### src/rtl/img_pkg.sv
// Shared types and constants for the image fetch sequencer.
package img_pkg;

  // Default flash byte-address width.
  localparam int unsigned FLASH_AW_DEF = 23;

  // IR command encodings.
  localparam logic [1:0] CMD_RELOAD = 2'b00;
  localparam logic [1:0] CMD_NEXT   = 2'b01;
  localparam logic [1:0] CMD_PREV   = 2'b10;
  localparam logic [1:0] CMD_FIRST  = 2'b11;

  typedef enum logic [2:0] {
    StIdle,
    StSetup,
    StRdLo,
    StRdHi,
    StPush
  } state_e;

endpackage

### src/rtl/flash_byte_rd.sv
// Single-byte flash reader: holds the address with fl_oe asserted for FLASH_WAIT+1 cycles and
// flags the final cycle, in which fl_data is taken.
// start is held high for as long as reads are wanted; back-to-back bytes need no gap cycle.
module flash_byte_rd #(
  parameter int unsigned ADDR_W     = 23,
  parameter int unsigned FLASH_WAIT = 7
) (
  input  logic              clock,
  input  logic              reset,
  input  logic              start,
  input  logic [ADDR_W-1:0] addr,
  input  logic [7:0]        fl_data,
  output logic [ADDR_W-1:0] fl_addr,
  output logic              fl_oe,
  output logic              byte_valid,
  output logic [7:0]        rd_byte
);

  localparam int unsigned CntW = (FLASH_WAIT > 0) ? $clog2(FLASH_WAIT + 1) : 1;
  localparam logic [CntW-1:0] CntLast = CntW'(FLASH_WAIT);

  logic [CntW-1:0]   cnt_q;
  logic [ADDR_W-1:0] addr_q;

  // Wait-state counter: runs 0..FLASH_WAIT while reading, rests at 0 otherwise.
  always_ff @(posedge clock) begin
    if (reset || !start || cnt_q == CntLast) begin
      cnt_q <= '0;
    end else begin
      cnt_q <= cnt_q + CntW'(1);
    end
  end

  // Remember the last driven address so fl_addr stays put between reads.
  always_ff @(posedge clock) begin
    if (reset) begin
      addr_q <= '0;
    end else if (start) begin
      addr_q <= addr;
    end
  end

  assign fl_oe      = start;
  assign fl_addr    = start ? addr : addr_q;
  assign byte_valid = start && (cnt_q == CntLast);
  assign rd_byte    = fl_data;

endmodule

### src/rtl/img_fetch_ctrl.sv
// Image fetch sequencer: picks an image from flash, reads it byte by byte and streams 16-bit
// pixels over a valid/ready handshake.
// Optional feature: define IMG_SLIDESHOW_EN to auto-advance after SLIDE_CYCLES idle cycles.
module img_fetch_ctrl
  import img_pkg::*;
#(
  parameter int unsigned FLASH_AW     = FLASH_AW_DEF,
  parameter int unsigned IMG_BYTES    = 153600,
  parameter int unsigned NUM_IMG      = 8,
  parameter int unsigned FLASH_WAIT   = 7,
  parameter int unsigned SLIDE_CYCLES = 250000000
) (
  input  logic                       clock,
  input  logic                       reset,
  input  logic                       cmd_valid,
  input  logic [1:0]                 cmd_code,
  output logic                       cmd_ready,
  output logic [FLASH_AW-1:0]        fl_addr,
  output logic                       fl_oe,
  input  logic [7:0]                 fl_data,
  output logic [15:0]                px_data,
  output logic [FLASH_AW-2:0]        px_addr,
  output logic                       px_valid,
  input  logic                       px_ready,
  output logic [$clog2(NUM_IMG)-1:0] img_idx,
  output logic                       busy,
  output logic                       frame_done
);

  localparam int unsigned IdxW = $clog2(NUM_IMG);
  localparam logic [IdxW-1:0]     IdxLast  = IdxW'(NUM_IMG - 1);
  localparam logic [FLASH_AW-1:0] ImgStep  = FLASH_AW'(IMG_BYTES);
  localparam logic [FLASH_AW-1:0] LastBase = FLASH_AW'((NUM_IMG - 1) * IMG_BYTES);

  state_e              state_q, state_d;
  logic [IdxW-1:0]     idx_q, idx_d;
  logic [FLASH_AW-1:0] base_q, base_d;
  logic [FLASH_AW-1:0] offset_q, offset_d;
  logic [15:0]         px_data_q, px_data_d;
  logic [FLASH_AW-2:0] px_addr_q, px_addr_d;
  logic                frame_done_q, frame_done_d;

  logic                rd_start;
  logic [FLASH_AW-1:0] rd_addr;
  logic                byte_valid;
  logic [7:0]          rd_byte;
  logic [1:0]          cmd_sel;
  logic                slide_fire;

  assign rd_addr = base_q + offset_q;

  flash_byte_rd #(
    .ADDR_W     (FLASH_AW),
    .FLASH_WAIT (FLASH_WAIT)
  ) u_rd (
    .clock      (clock),
    .reset      (reset),
    .start      (rd_start),
    .addr       (rd_addr),
    .fl_data    (fl_data),
    .fl_addr    (fl_addr),
    .fl_oe      (fl_oe),
    .byte_valid (byte_valid),
    .rd_byte    (rd_byte)
  );

`ifdef IMG_SLIDESHOW_EN
  localparam int unsigned SlideW = $clog2(SLIDE_CYCLES + 1);
  localparam logic [SlideW-1:0] SlideLast = SlideW'(SLIDE_CYCLES - 1);

  logic [SlideW-1:0] slide_q;

  assign slide_fire = (state_q == StIdle) && (slide_q == SlideLast);

  // Idle-time counter; any accepted command or exit from IDLE restarts it.
  always_ff @(posedge clock) begin
    if (reset || state_q != StIdle || cmd_valid || slide_fire) begin
      slide_q <= '0;
    end else begin
      slide_q <= slide_q + SlideW'(1);
    end
  end
`else
  logic [31:0] unused_slide_cycles;
  assign unused_slide_cycles = SLIDE_CYCLES;
  assign slide_fire = 1'b0;
`endif

  // State and datapath registers; reset restarts the fetch of image 0.
  always_ff @(posedge clock) begin
    if (reset) begin
      state_q      <= StSetup;
      idx_q        <= '0;
      base_q       <= '0;
      offset_q     <= '0;
      px_data_q    <= '0;
      px_addr_q    <= '0;
      frame_done_q <= 1'b0;
    end else begin
      state_q      <= state_d;
      idx_q        <= idx_d;
      base_q       <= base_d;
      offset_q     <= offset_d;
      px_data_q    <= px_data_d;
      px_addr_q    <= px_addr_d;
      frame_done_q <= frame_done_d;
    end
  end

  // Next-state logic: command decode, byte sequencing and pixel handoff.
  always_comb begin
    state_d      = state_q;
    idx_d        = idx_q;
    base_d       = base_q;
    offset_d     = offset_q;
    px_data_d    = px_data_q;
    px_addr_d    = px_addr_q;
    frame_done_d = 1'b0;
    rd_start     = 1'b0;
    cmd_sel      = cmd_valid ? cmd_code : CMD_NEXT;

    unique case (state_q)
      StIdle: begin
        if (cmd_valid || slide_fire) begin
          // Image base tracks the index incrementally, avoiding a multiplier.
          unique case (cmd_sel)
            CMD_NEXT: begin
              if (idx_q == IdxLast) begin
                idx_d  = '0;
                base_d = '0;
              end else begin
                idx_d  = idx_q + IdxW'(1);
                base_d = base_q + ImgStep;
              end
            end
            CMD_PREV: begin
              if (idx_q == '0) begin
                idx_d  = IdxLast;
                base_d = LastBase;
              end else begin
                idx_d  = idx_q - IdxW'(1);
                base_d = base_q - ImgStep;
              end
            end
            CMD_FIRST: begin
              idx_d  = '0;
              base_d = '0;
            end
            CMD_RELOAD: begin
            end
          endcase
          state_d = StSetup;
        end
      end
      StSetup: begin
        offset_d = '0;
        state_d  = StRdLo;
      end
      StRdLo: begin
        rd_start = 1'b1;
        if (byte_valid) begin
          px_data_d[7:0] = rd_byte;
          offset_d       = offset_q + FLASH_AW'(1);
          state_d        = StRdHi;
        end
      end
      StRdHi: begin
        rd_start = 1'b1;
        if (byte_valid) begin
          px_data_d[15:8] = rd_byte;
          // Offset is odd here, so dropping bit 0 yields this pixel's word index.
          px_addr_d       = offset_q[FLASH_AW-1:1];
          offset_d        = offset_q + FLASH_AW'(1);
          state_d         = StPush;
        end
      end
      StPush: begin
        if (px_ready) begin
          if (offset_q == ImgStep) begin
            frame_done_d = 1'b1;
            state_d      = StIdle;
          end else begin
            state_d = StRdLo;
          end
        end
      end
      default: state_d = StSetup;
    endcase
  end

  assign cmd_ready  = (state_q == StIdle);
  assign busy       = (state_q != StIdle);
  assign px_valid   = (state_q == StPush);
  assign px_data    = px_data_q;
  assign px_addr    = px_addr_q;
  assign img_idx    = idx_q;
  assign frame_done = frame_done_q;

endmodule

### config.mk
export PLATFORM = sky130hd
export DESIGN_NAME = img_fetch_ctrl
export DESIGN_NICKNAME = d
export VERILOG_FILES = /design/src/rtl/img_pkg.sv /design/src/rtl/flash_byte_rd.sv /design/src/rtl/img_fetch_ctrl.sv
export SDC_FILE = /design/constraint.sdc
export NUM_CORES = 1
export LEC_CHECK = 0
export CORE_ASPECT_RATIO = 1.2
export CORE_MARGIN = 4
export CORE_UTILIZATION = 61
export DETAILED_ROUTE_END_ITERATION = 6
export DONT_BUFFER_PORTS = 1
export GPL_ROUTABILITY_DRIVEN = 0
export PLACE_DENSITY = 0.77
export SLEW_MARGIN = 5
export SYNTH_ARGS = -nofsm -noshare
export SYNTH_HDL_FRONTEND = slang
export SYNTH_HIERARCHICAL = 1
export SYNTH_SLANG_ARGS = --single-unit
### constraint.sdc
create_clock -name clock -period 3.2 [get_ports clock]
set_clock_uncertainty 0.1 [all_clocks]
set_input_delay 0.64 -clock clock [delete_from_list [all_inputs] [get_ports clock]]
set_output_delay 0.64 -clock clock [all_outputs]
set_load 0.005 [all_outputs]
Close-up of the layout:
Bar = 5 microns. Region (37, 69) to (57, 89) microns. Cells in gray, sequential cells in the stronger gray; small squares are vias.
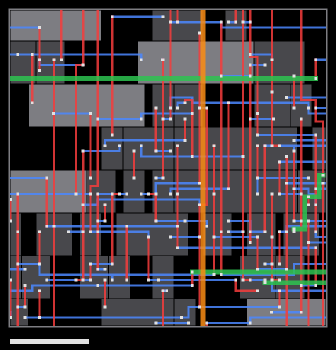
[blue] met1
[red] met2
[green] met3
[orange] met4
cells with their middle in the window: 37
sequential cells in the window: 5
netlist names of flops here include: offset_q (4), px_addr (1)
most frequent: nor2_1 (7), dfxtp_1 (5)

==> deck_impl_summary.md <==
Run Summary

CTS
  – Clk ins delay skew pair: 370 ps
  – Worst-path clk slew: 110 ps
  – CTS Buf Count: 9

Floorplan
  – Core Util at FP: 0.634
  – Chip Area: 10,600 sq um
  – Die Span Y: 112 microns
  – # IOs: 83

Layout
  – Reg area: 2130 sq um
  – Logic share of the area: 0.542
  – Post-route non-filler standard cell count: 716
  – Filler cells: 747
  – Most frequent logic cell in the layout: dfxtp_1

STA
  – Worst-margin pin slew: 647 ps
  – Worst Setup Slack, final: 113 ps
  – Min Tclk post-route: 3090 ps
  – Post-route clock period utilization: 0.965
  – RSZ-0062 raised after global routing: false
  – Post-Route Setup TNS: 0 ps

Place
  – Dpl cells: 699
  – HPWL Detailed: 8230 microns
  – IO Port Bufs: 0

Pwr
  – Final Power: 2.39 mW
  – Top Consumer: registers
  – P_int: 1.78 mW
  – Combinational cell power: 0.159 mW
  – Pwr dens: 423 nW/um^2

Worst setup path
  – Cell family with most CP delay: AND-OR/OR-AND gates
  – Worst path required time: 2460 ps
  – Setup crit end kind: output pin

Status
  – Status: completed

Yosys
  – Dominant cell area share: 0.385
  – Ys cells: 637

GRT
  – GRT overflow: 0
  – Largest net degree at the start of global routing: 86

Drt
  – Routed WL: 12,000 microns
  – 1st-iter DRT viols: 335
  – Detail Route Antenna Nets: 0
Pin map:
Bar = 20 microns. Pins as bars across the die edge, other pins in gray.
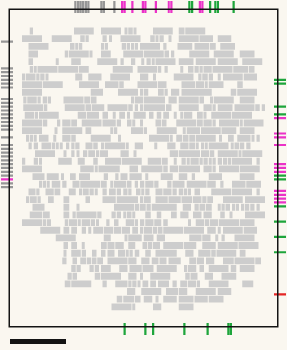
[magenta] px_addr | pins: 22 | direction: output | edge: 11 east, 10 north, 1 west
[green] fl_addr | pins: 23 | direction: output | edge: 10 east, 7 south, 6 north
[red] reset | pins: 1 | direction: input | edge: east
all pins by edge: 29 west, 25 north, 22 east, 7 south

-- worst paths after layout --
check	startpoint	endpoint	slack, ps	cells past startpoint
min	reset	u_rd/addr_q[19]$_SDFF_PP0_	230	1
max reg2reg	state_q[1]$_SDFFE_PP0P_	offset_q[20]$_SDFFE_PP0P_	760	7
min reg2reg	u_rd/cnt_q[0]$_SDFF_PP0_	u_rd/cnt_q[0]$_SDFF_PP0_	340	1
max	base_q[14]$_SDFFE_PP0P_	fl_addr[22]	110	7
-- layer usage --
layer  part of all wire  GRT usage  up-vias  wire length, microns
met5                  0          0        -                     0
met4              0.013     0.0587        0                   161
met3              0.068     0.0643       18                   814
met2               0.48      0.370      128                  5720
met1               0.44      0.294     2010                  5270
li1                   -          -     2082                     -
Power is estimated from default activity; no workload was simulated.
